`src/rtl/gray_pkg.sv`:
```
// rtl/gray_pkg.sv - shared types, defaults and Gray helpers for the step controller
// Contents: state_t FSM encoding, default widths, all-ones terminal value, bin2gray().
package gray_pkg;

  localparam int unsigned DEF_WIDTH = 3;
  localparam int unsigned DEF_CNT_W = 8;

  // All-ones binary terminal value; users slice it down to their own width.
  localparam logic [31:0] BIN_TERM_RAW = '1;

  typedef enum logic [1:0] {
    IDLE = 2'd0,
    RUN  = 2'd1,
    HOLD = 2'd2,
    DONE = 2'd3
  } state_t;

  function automatic logic [31:0] bin2gray(input logic [31:0] b);
    return b ^ (b >> 1);
  endfunction

endpackage

```
`src/rtl/gray_step_ctrl_if.sv`:
```
// rtl/gray_step_ctrl_if.sv - command/status bundle between host and step controller
// master: drives start/steps/pause/abort, observes busy/done/gray/wraps/overflow.
// slave:  the controller side of the same signals.
interface gray_step_ctrl_if #(
  parameter int unsigned WIDTH = gray_pkg::DEF_WIDTH,
  parameter int unsigned CNT_W = gray_pkg::DEF_CNT_W
);
  logic             start;
  logic [CNT_W-1:0] steps;
  logic             pause;
  logic             abort;
  logic             busy;
  logic             done;
  logic [WIDTH-1:0] gray;
  logic [CNT_W-1:0] wraps;
  logic             overflow;

  modport master (
    output start, steps, pause, abort,
    input  busy, done, gray, wraps, overflow
  );

  modport slave (
    input  start, steps, pause, abort,
    output busy, done, gray, wraps, overflow
  );
endinterface

```
`src/rtl/gray_core.sv`:
```
// rtl/gray_core.sv - binary counter with registered Gray encoding, one step per enabled cycle
// Ports: clk, reset (sync, active-high), en (advance), gray (registered code),
//        wrap (combinational: this enabled edge moves all-ones back to zero).
module gray_core
  import gray_pkg::*;
#(
  parameter int unsigned WIDTH = DEF_WIDTH
) (
  input  logic             clk,
  input  logic             reset,
  input  logic             en,
  output logic [WIDTH-1:0] gray,
  output logic             wrap
);

  localparam logic [WIDTH-1:0] TERM = BIN_TERM_RAW[WIDTH-1:0];

  logic [WIDTH-1:0] bin;
  logic [WIDTH-1:0] bin_next;

  assign bin_next = bin + WIDTH'(1);
  assign wrap     = en && (bin == TERM);

  // Gray is encoded from the next binary value so both registers move together.
  always_ff @(posedge clk) begin
    if (reset) begin
      bin  <= '0;
      gray <= '0;
    end else if (en) begin
      bin  <= bin_next;
      gray <= WIDTH'(bin2gray(32'(bin_next)));
    end
  end

endmodule

```
`src/rtl/gray_step_ctrl.sv`:
```
// rtl/gray_step_ctrl.sv - sequences a Gray counter core through a commanded number of steps
// Ports: clk, reset (sync, active-high), bus (slave side of gray_step_ctrl_if:
//        start/steps/pause/abort in; busy/done/gray/wraps/overflow out).
module gray_step_ctrl
  import gray_pkg::*;
#(
  parameter int unsigned WIDTH = DEF_WIDTH,
  parameter int unsigned CNT_W = DEF_CNT_W
) (
  input  logic           clk,
  input  logic           reset,
  gray_step_ctrl_if.slave bus
);

  state_t           state;
  logic [CNT_W-1:0] remaining;
  logic             core_en;
  logic             core_wrap;

  // Abort beats pause beats advance; the core only moves on a clean RUN edge.
  assign core_en = (state == RUN) && !bus.abort && !bus.pause;

  gray_core #(.WIDTH(WIDTH)) u_core (
    .clk   (clk),
    .reset (reset),
    .en    (core_en),
    .gray  (bus.gray),
    .wrap  (core_wrap)
  );

  always_ff @(posedge clk) begin
    if (reset) begin
      state        <= IDLE;
      remaining    <= '0;
      bus.wraps    <= '0;
      bus.overflow <= 1'b0;
      bus.done     <= 1'b0;
      bus.busy     <= 1'b0;
    end else begin
      bus.done <= 1'b0;

      // core_wrap can only fire in RUN, so it never collides with the IDLE clear.
      if (core_wrap) begin
        bus.overflow <= 1'b1;
        if (bus.wraps != '1) begin
          bus.wraps <= bus.wraps + CNT_W'(1);
        end
      end

      case (state)
        IDLE: begin
          if (bus.start) begin
            bus.wraps    <= '0;
            bus.overflow <= 1'b0;
            bus.busy     <= 1'b1;
            if (bus.steps != '0) begin
              remaining <= bus.steps;
              state     <= RUN;
            end else begin
              bus.done <= 1'b1;
              state    <= DONE;
            end
          end
        end

        RUN: begin
          if (bus.abort) begin
            bus.busy <= 1'b0;
            state    <= IDLE;
          end else if (bus.pause) begin
            state <= HOLD;
          end else begin
            remaining <= remaining - CNT_W'(1);
            if (remaining == CNT_W'(1)) begin
              bus.done <= 1'b1;
              state    <= DONE;
            end
          end
        end

        HOLD: begin
          if (bus.abort) begin
            bus.busy <= 1'b0;
            state    <= IDLE;
          end else if (!bus.pause) begin
            state <= RUN;
          end
        end

        DONE: begin
          bus.busy <= 1'b0;
          state    <= IDLE;
        end

        default: begin
          bus.busy <= 1'b0;
          state    <= IDLE;
        end
      endcase
    end
  end

endmodule

```
`src/flat_wrapper.sv`:
```
// flat-port wrapper written by rule: the top's interface ports become plain ports
module gray_step_ctrl_flat import gray_pkg::*;
#(
  parameter int unsigned WIDTH = DEF_WIDTH,
  parameter int unsigned CNT_W = DEF_CNT_W
)
  (clk, reset, bus_start, bus_steps, bus_pause, bus_abort, bus_busy, bus_done, bus_gray, bus_wraps, bus_overflow);
  gray_step_ctrl_if #(.WIDTH(WIDTH), .CNT_W(CNT_W)) bus_i ();
  input  logic clk;
  input  logic reset;
  input wire logic [$bits(bus_i.start)-1:0] bus_start;
  input wire logic [$bits(bus_i.steps)-1:0] bus_steps;
  input wire logic [$bits(bus_i.pause)-1:0] bus_pause;
  input wire logic [$bits(bus_i.abort)-1:0] bus_abort;
  output wire logic [$bits(bus_i.busy)-1:0] bus_busy;
  output wire logic [$bits(bus_i.done)-1:0] bus_done;
  output wire logic [$bits(bus_i.gray)-1:0] bus_gray;
  output wire logic [$bits(bus_i.wraps)-1:0] bus_wraps;
  output wire logic [$bits(bus_i.overflow)-1:0] bus_overflow;
  assign bus_i.start = bus_start;
  assign bus_i.steps = bus_steps;
  assign bus_i.pause = bus_pause;
  assign bus_i.abort = bus_abort;
  assign bus_busy = bus_i.busy;
  assign bus_done = bus_i.done;
  assign bus_gray = bus_i.gray;
  assign bus_wraps = bus_i.wraps;
  assign bus_overflow = bus_i.overflow;
  gray_step_ctrl #(.WIDTH(WIDTH), .CNT_W(CNT_W)) u_core (.clk(clk), .reset(reset), .bus(bus_i));
endmodule
```
`config.mk`:
```
export PLATFORM = sky130hd
export DESIGN_NAME = gray_step_ctrl_flat
export DESIGN_NICKNAME = d
export VERILOG_FILES = /design/src/rtl/gray_pkg.sv /design/src/rtl/gray_step_ctrl_if.sv /design/src/rtl/gray_core.sv /design/src/rtl/gray_step_ctrl.sv /design/src/flat_wrapper.sv
export SDC_FILE = /design/constraint.sdc
export NUM_CORES = 1
export LEC_CHECK = 0
export CORE_UTILIZATION = 48
export DETAILED_ROUTE_END_ITERATION = 8
export PLACE_DENSITY_LB_ADDON = 0.1
export SYNTH_ARGS = -nofsm -noshare
export SYNTH_HDL_FRONTEND = slang
export SYNTH_SLANG_ARGS = --single-unit
```
`constraint.sdc`:
```
create_clock -name clk -period 5.5 [get_ports clk]
set_input_delay 1.375 -clock clk [delete_from_list [all_inputs] [get_ports clk]]
set_output_delay 1.375 -clock clk [all_outputs]
set_load 0.005 [all_outputs]
```
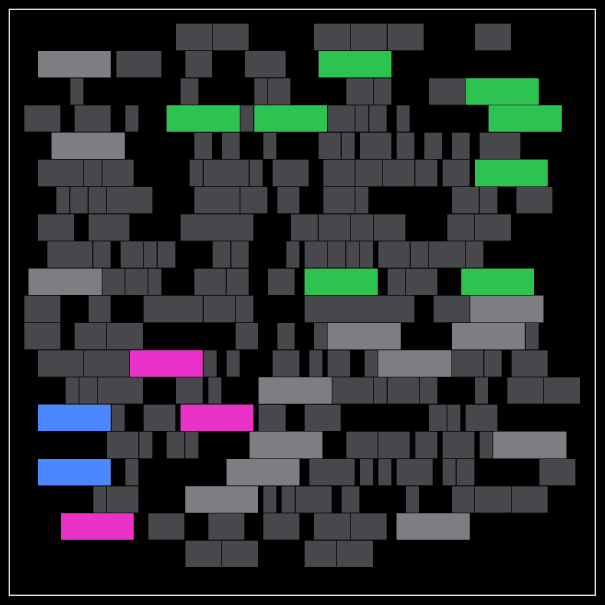
Run 1: sequential cells grouped by signal name
Drawn at 10 px/um. Other sequential cells in the stronger grey, the rest of the logic in the fainter grey.
- magenta: u_core.u_core.gray (placed flops 3)
- blue: u_core.u_core.bin (placed flops 2)
- green: u_core.remaining (placed flops 8)
Seq power: 236 uW
final design utilization: 0.608
sequential standard cell area: 520 um^2
Seq area share: 0.283

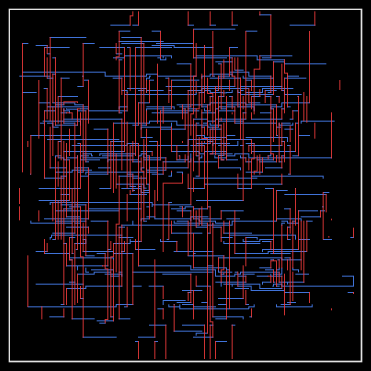
Run 1: routed metal, one colour a layer
Drawn at 6 px/um. Only two layers are drawn.
- red: met2 (wire length 1,670 um)
- blue: met1 (wire length 1,540 um)
average wire per cell in the routed design: 14.2 um
wire length after detailed routing: 3430 um
all-layer global routing usage: 0.216
via count of the routed design: 1,397

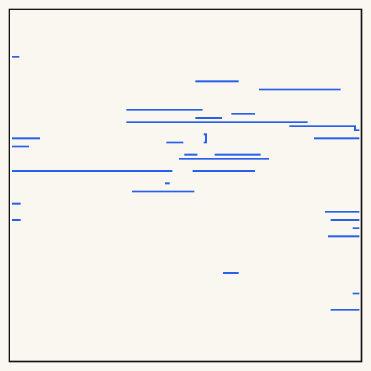
Run 1: met3 routing
Drawn at 6 px/um.
- longest straight run: 29.9 um
- share of all routed wire: 5.8%
global-route met3 utilization: 0.0374

==> reports/metrics.csv, run 1 <==
metric,value,unit
result of the run,completed,
unrepaired setup endpoints after global routing,false,
mean instance size in the synthesized netlist,8.79,um^2
Ant. Diodes,0,
vias in the first global route,1272,
Die Wd,58.5,um
post-route ant nets,0,
final number of setup-violating endpoints,0,
number of gates given a new drive strength after cts,0,
iteration tally of the first detailed-router pass,4,
design internal power,387,uW
setup ws final,2.19,ns
DRC viols,0,
layout buffering overhead excluding clock cells,0.141,
power dissipated in the clock network,133,uW
total of max-cap violations,0,
most frequent cells in the layout,"sky130_fd_sc_hd__clkdlybuf4s50_1, sky130_fd_sc_hd__dfxtp_1, sky130_fd_sc_hd__nor2_1, sky130_fd_sc_hd__a21oi_1, sky130_fd_sc_hd__inv_1",
post-synthesis cell type count,47,
beginning of the worst hold path,u_core.bus.overflow,
Clock Sink Count,26,
fraction of the mapped netlist area in simple logic gates,0.219,
CP Class,input pin to register,
critical register-to-register path endpoint,u_core.remaining[0],
final sequential cell count,26,
number of multi-input logic gates,127,
post-synthesis net count,196,
post-synthesis cell area,1530,um^2
CP Data Arrival Time,3.54,ns
Post-synth EDFFs,0,
signed area change from the synthesized netlist to the final layout,20.4,%
number of nets in the layout,220,
wire length of the first global-routing pass,5740,um
proportion of register bits with asynchronous set or reset after synthesis,0,
Placement Cell Area,1790,um^2
number of clock buffers in the layout,3,
hpwl dp,2610,um
multiplexer area fraction after synthesis,0.0466,
count of port buffers added during placement,26,
"buffers from clock root to sink, at most",2,
cts bufs inserted,3,
series of cell instances along the critical path,"clkdlybuf4s50_1, nor3b_2, o22ai_4, or2_1, o311a_1",
tap cell count,44,
clock network power share,0.217,
dominant register cell,sky130_fd_sc_hd__dfxtp_1,
pin count of the biggest net entering global routing,18,
maximum frequency from static timing analysis,302,MHz
tool warnings,30,
sum of overflow across all layers after global routing,0,
number of inserted filler cells in the final layout,279,
floorplan row count,20,
Worst Path Max Fanout,10,
Tcrit/Tclk final,0.601,
Routability Congestion,0.840,
logic share of the area,0.489,
sw frac,0.371,
number of cells in the design after placement,237,
actual slew at the worst max-slew pin,0.905,ns
Core Box Area,3030,um^2
end of the worst hold path,u_core.bus.overflow,
clock period minus final worst setup slack,3.31,ns
CP Data Required Time,5.73,ns
top contributor to total power,combinational logic,
worst hold stages,2,
category of the worst setup path launch point,input pin,
Synth warnings,0,
total stage count of the critical path,5,
gate count of the mapped netlist,174,
non-filler instance count after layout,241,
finished layout cell area,1840,um^2
layout buffer count excluding clock buffers,26,
clock tree from TritonCTS,done,
Post-synth seq share,0.340,
number of buffers added for setup after CTS,0,
yosys stat chip area,1530,um^2
P per Cell Area,334,nW/um^2
setup TNS after final layout,0,ns
H-tree levels,1,
share of final-layout standard cells stronger than drive strength 1,0.0711,
launching instance or port of the critical path,bus_abort,
Leading cell kind,combinational gates,
number of pins exceeding their max-slew limit in the final report,0,
number of synthesized register bits,26,
VDD IR-drop max,0.000152,V
sequential group share of total power,0.384,
via density per instance,5.80,
Latency at later pin,0.32,ns
Leak Pwr,0.639,nW
category of cells accounting for the largest share of critical-path delay,simple AND/OR/NAND/NOR gates,
area of the die,3420,um^2
final hold viol count,0,
Relative slew margins,0.392,
final worst clock skew,0.00294,ns
area fraction in compound gates after synthesis,0.215,
final total power,616,uW
Critical path destination,u_core.remaining[0],
power share of the combinational group,0.400,
Crit. End Element,register,
net switching power,229,uW
worst-case reg-to-reg path depth,6,
worst hold-check slack,0.466,ns
initial antenna violation count,0,
worst min-delay path category,register to register,
Layout clock area frac,0.0285,
starting density of the core,0.505,
number of standard cells reported by yosys,174,
xor-xnor portion of the synthesized cell area,0.0343,
setup slack after placement,1.85,ns
hold buffer count at cts,0,
DRC violation total after the first TritonRoute iteration,63,
Worst-path clk slew,0.15,ns
I/O pin count,27,
Vert. Die Dim,58.5,um
count of inverters not on the clock network in the layout,14,
slowest library cell on the worst path,sky130_fd_sc_hd__nor3b_2,
total buffers and inverters traversed by the critical path,1,
root buffer cell,sky130_fd_sc_hd__clkbuf_4,
Dominant combinational family,simple AND/OR/NAND/NOR gates,
multi-input combinational cell area,901,um^2
crit-path max cell delay,0.73,ns
synthesized-area fraction occupied by adder cells,0.0736,
Worst R2R Start,u_core.state[1],
power of the combinational group,246,uW
Worst R2R Setup Slack,2.72,ns
[run 1: cell usage after synthesis (2+ instances only)]
cell type	count	area [um^2]
sky130_fd_sc_hd__and3_1	2	12.5
sky130_fd_sc_hd__buf_4	2	15.0
sky130_fd_sc_hd__dfxtp_1	26	521
sky130_fd_sc_hd__inv_1	13	48.8
sky130_fd_sc_hd__nand3_1	4	20.0
sky130_fd_sc_hd__clkbuf_1	2	7.51
sky130_fd_sc_hd__o31ai_1	5	37.5
sky130_fd_sc_hd__a21oi_1	15	75.1
sky130_fd_sc_hd__mux2i_1	6	60.1
sky130_fd_sc_hd__or4_4	2	22.5
sky130_fd_sc_hd__a311oi_1	2	17.5
sky130_fd_sc_hd__o311ai_0	4	35.0
sky130_fd_sc_hd__xnor2_1	6	52.6
sky130_fd_sc_hd__o32ai_1	2	17.5
sky130_fd_sc_hd__nand2_1	9	33.8
sky130_fd_sc_hd__nor2_1	17	63.8
sky130_fd_sc_hd__a41oi_1	2	17.5
sky130_fd_sc_hd__a31oi_1	3	18.8
sky130_fd_sc_hd__buf_6	3	33.8
sky130_fd_sc_hd__nor3_1	7	35.0
sky130_fd_sc_hd__o21ai_0	3	15.0
sky130_fd_sc_hd__nor4_1	2	12.5
sky130_fd_sc_hd__nor2b_1	4	25.0
sky130_fd_sc_hd__and4_1	2	17.5
sky130_fd_sc_hd__ha_1	9	113
[run 1: registers in the layout (all words and copies together) (netlist names)]
name	count
u_core.bus.busy	1
u_core.bus.done	1
u_core.bus.overflow	1
u_core.bus.wraps	8
u_core.remaining	8
u_core.state	2
u_core.u_core.bin	2
u_core.u_core.gray	3
[run 1: per-layer routing]
layer	routed length, um	GRT usage	vias up
met1	1540	0.285	665
met4	26	0.0816	0
met3	198	0.0374	4
li1	-	-	685
met2	1670	0.355	43
met5	0	0	-
--- run 2 (diff from run 1) ---
CORE_UTILIZATION = 47   (was 48)
clock period = 2.9 ns   (was 5.5 ns; I/O delays follow)
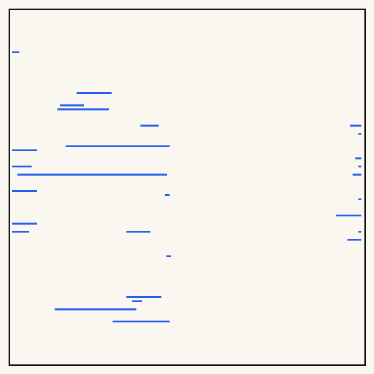
Run 2: met3 routing
Drawn at 6 px/um.
- longest straight run: 24.6 um
- share of all routed wire: 3.6%
- main direction: horizontal
- nets with wire on the layer: 26
- wire length on this layer: 124 um
via count of the routed design: 1,391
wire length after detailed routing: 3440 um

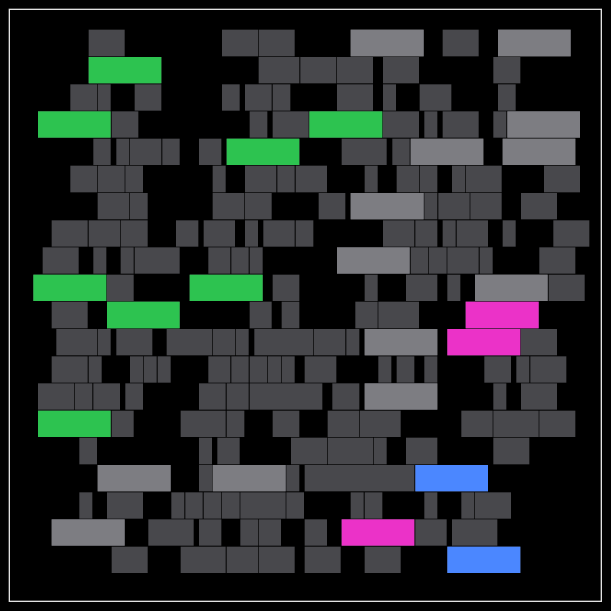
Run 2: sequential cells grouped by signal name
Drawn at 10 px/um. Other sequential cells in the stronger grey, the rest of the logic in the fainter grey.
- magenta: u_core.u_core.gray (placed flops 3)
- green: u_core.remaining (placed flops 8)
- blue: u_core.u_core.bin (placed flops 2)
- not coloured: 13
Seq power: 448 uW
final design utilization: 0.608
Seq area share: 0.278

==> run 2 against run 1 <==
Against the previous run:
- die area increased by 2.1%
- hold slack worse by 0.0052 ns
- synthesized area did not move
- synthesized cell count is the same
- clock-buffer cell count unchanged
- routed wire length rose by 0.26%
- sequential share of layout area decreased by 0.45 points
- setup slack got worse by 1.5 ns
- non-clock buffer count rose by 4
- critical path type is now register to register
- largest power group unchanged
==> reports/metrics.csv, run 2 <==
metric,value,unit,change
vias in the first global route,1340,,+5.3%
post-synthesis cell area,1530,um^2,unchanged
Post-synth seq share,0.340,,unchanged
worst min-delay path category,register to register,,
most frequent cells in the layout,"sky130_fd_sc_hd__clkdlybuf4s50_1, sky130_fd_sc_hd__dfxtp_1, sky130_fd_sc_hd__nor2_1, sky130_fd_sc_hd__a21oi_1, sky130_fd_sc_hd__inv_1",,
average wire per cell in the routed design,14.0,um,-1.4%
signed area change from the synthesized netlist to the final layout,22.3,%,
most common cell in the netlist,sky130_fd_sc_hd__dfxtp_1,,
iteration tally of the first detailed-router pass,4,,unchanged
Worst Path Max Fanout,15,,+5
crit-path max cell delay,0.45,ns,-0.28 ns
Area contributors post-synth,"sky130_fd_sc_hd__dfxtp_1, sky130_fd_sc_hd__ha_1, sky130_fd_sc_hd__a21oi_1",,
post-route ant nets,0,,unchanged
number of nets in the layout,224,,+1.8%
area of the die,3490,um^2,+2.1%
initial antenna violation count,0,,unchanged
Ant. Diodes,0,,unchanged
Routability Congestion,0.897,,+6.8%
DRC viols,0,,unchanged
actual slew at the worst max-slew pin,0.487,ns,-0.419 ns
gate count of the mapped netlist,174,,unchanged
unrepaired setup endpoints after global routing,false,,
slowest library cell on the worst path,sky130_fd_sc_hd__ha_1,,
H-tree levels,1,,unchanged
share of final-layout standard cells stronger than drive strength 1,0.0896,,+0.0185
Leak Pwr,0.659,nW,+3.2%
post-synthesis net count,196,,unchanged
Relative slew margins,0.667,,+0.275
dominant register cell,sky130_fd_sc_hd__dfxtp_1,,
series of cell instances along the critical path,"inv_1, ha_1, nor3b_2, o22ai_4, or2_1, o311a_1",,
total buffers and inverters traversed by the critical path,1,,unchanged
number of standard cells reported by yosys,174,,unchanged
worst hold stages,2,,unchanged
final hold viol count,0,,unchanged
number of pins exceeding their max-slew limit in the final report,0,,unchanged
hpwl dp,2570,um,-1.6%
setup ws final,0.676,ns,-1.52 ns
DRC violation total after the first TritonRoute iteration,36,,-43%
wire length of the first global-routing pass,5760,um,+0.37%
setup slack after placement,0.390,ns,-1.45 ns
Clock Sink Count,26,,unchanged
Die Wd,59.1,um,+1.0%
cts bufs inserted,3,,unchanged
hold buffer count at cts,0,,unchanged
worst hold-check slack,0.460,ns,-0.00523 ns
largest registers ranked by flip-flop count,"u_core.bus.wraps (8), u_core.remaining (8), u_core.u_core.gray (3)",,
CP Data Arrival Time,2.45,ns,-1.09 ns
final number of setup-violating endpoints,0,,unchanged
Crit. End Element,register,,
category of cells accounting for the largest share of critical-path delay,simple AND/OR/NAND/NOR gates,,
tool warnings,30,,unchanged
total stage count of the critical path,6,,+1
Vert. Die Dim,59.1,um,+1.0%
all-layer global routing usage,0.216,,-0.000510
"buffers from clock root to sink, at most",2,,unchanged
Placement Cell Area,1820,um^2,+1.7%
CP Class,register to register,,
P per Cell Area,636,nW/um^2,+90%
final total power,1.19,mW,+93%
I/O pin count,27,,unchanged
Synth warnings,0,,unchanged
clock period minus final worst setup slack,2.22,ns,
root buffer cell,sky130_fd_sc_hd__clkbuf_4,,
post-synthesis cell type count,47,,unchanged
starting density of the core,0.497,,-0.00822
via density per instance,5.68,,-2.1%
total of max-cap violations,0,,unchanged
clock tree from TritonCTS,done,,
mean instance size in the synthesized netlist,8.79,um^2,unchanged
number of gates given a new drive strength after cts,0,,unchanged
number of synthesized register bits,26,,unchanged
category of the worst setup path launch point,register,,
Tcrit/Tclk final,0.767,,
VDD IR-drop max,0.000317,V,+110%
final worst clock skew,0.0127,ns,+0.00974 ns
count of port buffers added during placement,26,,unchanged
Post-synth EDFFs,0,,unchanged
Latency at later pin,0.33,ns,about the same
maximum frequency from static timing analysis,450,MHz,
CP Data Required Time,3.13,ns,-2.60 ns
proportion of register bits with asynchronous set or reset after synthesis,0,,unchanged
Worst-path clk slew,0.14,ns,about the same
result of the run,completed,,
pin count of the biggest net entering global routing,17,,-1
leading area contributor after synthesis,sky130_fd_sc_hd__dfxtp_1,,
Yosys top cell area share,0.340,,unchanged
number of cells in the design after placement,241,,+1.7%
finished layout cell area,1870,um^2,+1.6%
sum of overflow across all layers after global routing,0,,unchanged
top cells by count,"sky130_fd_sc_hd__dfxtp_1, sky130_fd_sc_hd__nor2_1, sky130_fd_sc_hd__a21oi_1",,
worst-case reg-to-reg path depth,6,,unchanged
number of buffers added for setup after CTS,0,,unchanged
Core Box Area,3080,um^2,+1.7%
setup TNS after final layout,0,ns,unchanged
yosys stat chip area,1530,um^2,unchanged
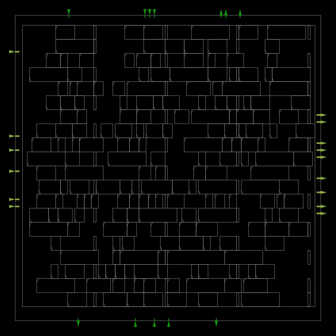
Run 2: cell placement
non-filler instance count after layout: 245
floorplan row count: 20
tap cell count: 44

-- run 2: worst paths after layout --
| check | startpoint | endpoint | slack [ns] |
|---|---|---|---|
| worst min register to register | u_core.bus.overflow | u_core.bus.overflow | 0.46 |
| worst min-delay path | u_core.bus.overflow | u_core.bus.overflow | 0.46 |
| worst max-delay path | u_core.state[1] | u_core.remaining[0] | 0.68 |
| worst max register to register | u_core.state[1] | u_core.remaining[0] | 0.68 |
-- run 2: report_power, final --
group | internal [mW] | leakage [nW] | total (mW) | switching [mW]
logic | 0.201 | 0.420 | 0.488 | 0.287
clock network | 0.140 | 0.0279 | 0.254 | 0.114
registers | 0.409 | 0.212 | 0.448 | 0.0385
total | 0.750 | 0.659 | 1.19 | 0.440
-- run 2: layout make-up --
| cell class | instances | area (um^2) |
|---|---|---|
| clock buffer | 3 | 22.5 |
| clock inverter | 1 | 30.0 |
| multi-input combinational | 127 | 901 |
| tap | 44 | 55.1 |
| timing repair buffer | 30 | 290 |
| sequential | 26 | 520 |
| inverter | 14 | 52.6 |
| fill | 284 | 1210 |
-- run 2: per-layer routing --
layer | GRT usage | part of all wire | wire length (um)
met1 | 0.266 | 0.46 | 1570
met2 | 0.386 | 0.50 | 1720
met3 | 0.0284 | 0.036 | 123
met4 | 0.0680 | 0.0087 | 30
met5 | 0 | 0 | 0
-- run 2: kinds of logic (layout without fill, tap and decap cells) --
group                    Yosys count  in the layout  share of synthesized area
AND/OR/NAND/NOR                   59             59                      0.219
AND-OR/OR-AND                     46             46                      0.215
flip-flops                        26             26                      0.340
buffers and inverters             21             48                     0.0711
adder cells (fa/ha/maj)            9              9                     0.0736
multiplexers                       7              7                     0.0466
XOR/XNOR                           6              6                     0.0343
--- run 3 (diff from run 2) ---
clock period = 1.9 ns   (was 2.9 ns; I/O delays follow)
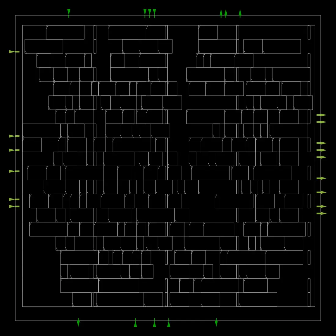
Run 3: cell placement
final sequential cell count: 26
final design utilization: 0.654
number of inserted filler cells in the final layout: 274

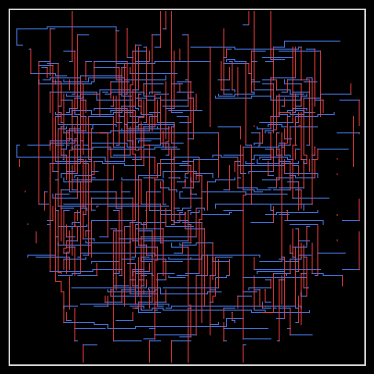
Run 3: routed metal, one colour a layer
Drawn at 6 px/um. Only two layers are drawn.
- blue: met1 (wire length 1,610 um)
- red: met2 (wire length 1,790 um)
via count of the routed design: 1,455
all-layer global routing usage: 0.221

==> run 3 against run 2 <==
Against the previous run:
- utilization up 4.6 points
- routed wire length grew 3.7%
- clock-buffer cell count rose by 1
- sequential power is 53% higher
- setup slack got worse by 0.63 ns
- cell area increased by 7.6%
- critical path depth did not move
- global-route usage rose by 0.58 points
- die area did not move
- clock skew down 0.0097 ns
- combinational power grew 76%
- clock power increased by 13%
==> reports/metrics.csv, run 3 <==
metric,value,unit,change
busiest layer in global routing,met2,,
tool warnings,31,,+3.3%
result of the run,completed,,
number of buffers added for setup after CTS,0,,unchanged
count of port buffers added during placement,26,,unchanged
maximum frequency from static timing analysis,538,MHz,
Placement Cell Area,1950,um^2,+7.0%
worst hold stages,2,,unchanged
sequential standard cell area,522,um^2,+0.24%
gate count of the mapped netlist,174,,unchanged
clock period minus final worst setup slack,1.86,ns,
multi-input combinational cell area,930,um^2,+3.2%
"buffers from clock root to sink, at most",2,,unchanged
floorplan row count,20,,unchanged
leading area contributor after synthesis,sky130_fd_sc_hd__dfxtp_1,,
actual slew at the worst max-slew pin,0.486,ns,-0.00124 ns
CP Class,input pin to register,,
root buffer cell,sky130_fd_sc_hd__clkbuf_4,,
number of pins exceeding their max-slew limit in the final report,0,,unchanged
Synth warnings,0,,unchanged
Crit. End Element,register,,
pin count of the biggest net entering global routing,17,,unchanged
number of standard cells reported by yosys,174,,unchanged
signed area change from the synthesized netlist to the final layout,31.6,%,
non-filler instance count after layout,262,,+6.9%
Clock Sink Count,26,,unchanged
Core Box Area,3080,um^2,unchanged
Area contributors post-synth,"sky130_fd_sc_hd__dfxtp_1, sky130_fd_sc_hd__ha_1, sky130_fd_sc_hd__a21oi_1",,
sequential group share of total power,0.374,,-0.002
setup ws final,0.0414,ns,-0.635 ns
Leak Pwr,0.747,nW,+13%
Post-synth seq share,0.340,,unchanged
Worst Path Max Fanout,3,,-12
final hold viol count,0,,unchanged
Vert. Die Dim,59.1,um,unchanged
net switching power,692,uW,+57%
via density per instance,5.55,,-2.2%
iteration tally of the first detailed-router pass,4,,unchanged
end of the worst hold path,u_core.bus.overflow,,
Worst-path clk slew,0.14,ns,about the same
Post-synth EDFFs,0,,unchanged
setup TNS after final layout,0,ns,unchanged
beginning of the worst hold path,u_core.bus.overflow,,
Worst R2R Setup Slack,0.10,ns,-0.58 ns
met2 usage,0.414,,+0.0276
most frequent cells in the layout,"sky130_fd_sc_hd__clkdlybuf4s50_1, sky130_fd_sc_hd__dfxtp_1, sky130_fd_sc_hd__buf_4, sky130_fd_sc_hd__nor2_1, sky130_fd_sc_hd__a21oi_1",,
number of synthesized register bits,26,,unchanged
highest metal used,met4,,
wire length on met3,107,um,-13%
CP Data Arrival Time,2.08,ns,-0.37 ns
initial antenna violation count,0,,unchanged
yosys stat chip area,1530,um^2,unchanged
met1 track utilization from global routing,0.261,,-0.00485
DRC violation total after the first TritonRoute iteration,63,,+75%
worst hold-check slack,0.461,ns,+0.000640 ns
fraction of the mapped netlist area in simple logic gates,0.219,,unchanged
share of final-layout standard cells stronger than drive strength 1,0.183,,+0.0939
finished layout cell area,2010,um^2,+7.6%
series of cell instances along the critical path,"clkdlybuf4s50_1, buf_4, or3b_2, a31o_2, a21oi_1, nor3_1",,
I/O pin count,27,,unchanged
multiplexer area fraction after synthesis,0.0466,,unchanged
setup slack after placement,-0.289,ns,-0.679 ns
Worst R2R Start,u_core.state[0],,
post-synthesis net count,196,,unchanged
post-synthesis cell area,1530,um^2,unchanged
design internal power,1.14,mW,+52%
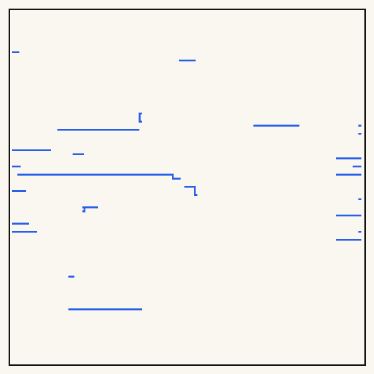
Run 3: met3 routing
Drawn at 6 px/um.
- longest straight run: 25.8 um
- main direction: horizontal
- wire length on this layer: 108 um
global-route met3 utilization: 0.0284
wire length after detailed routing: 3570 um

==> run 3: cell counts after synthesis <==
Identical to the previous run, type by type.
==> run 3: power by group through the flow <==
stage	Sequential [mW]	Combinational (mW)	Clock [mW]
detailed placement	0.691	0.820	0
floorplan	0.681	0.559	0
global route	0.693	0.949	0.322
finish	0.685	0.860	0.286
global placement	0.688	0.798	0
CTS	0.678	0.824	0.297
==> run 3: final cells by class <==
cell class,instances,share of cell area
clock buffer,4,0.0180
inverter,14,0.0261
multi-input combinational,127,0.462
sequential,26,0.259
tap,44,0.0273
timing repair buffer,47,0.208
==> run 3: cells by family (layout without fill, tap and decap cells) <==
| logic type | count (synthesis) | count (layout) |
|---|---|---|
| mux | 7 | 7 |
| buf+inv | 21 | 65 |
| flops | 26 | 26 |
| xor+xnor | 6 | 6 |
| simple gates | 59 | 59 |
| compound gates | 46 | 46 |
| fa+ha+maj | 9 | 9 |
==> run 3: worst max path at each step <==
stage	start	to	slack, ns	cells after the start
floorplan	u_core.state[1]	u_core.remaining[0]	0.08	8
global placement	bus_steps[5]	u_core.remaining[4]	-0.29	5
detailed placement	bus_steps[5]	u_core.remaining[5]	-0.29	5
CTS	u_core.state[1]	u_core.remaining[0]	0.007	6
global route	bus_pause	u_core.bus.wraps[1]	-0.02	7
finish	bus_abort	u_core.state[0]	0.04	6
==> run 3: worst reg2reg max path: cells and delay by family (launching register included) <==
kind / cells / cell delay [ns]
adders and majority gates: 1 / 0.24
AOI/OAI and AO/OA: 1 / 0.15
and+or+nand+nor: 2 / 0.54
DFF: 1 / 0.40
buffers and inverters: 3 / 0.43
==> run 3: repair_timing <==
item,in CTS,in global routing
gates resized,0,9
endpoints found under the setup margin,0,12
hold endpoints to repair,0,0
hold buffers,0,0
Power and IR drop assume default switching activity.
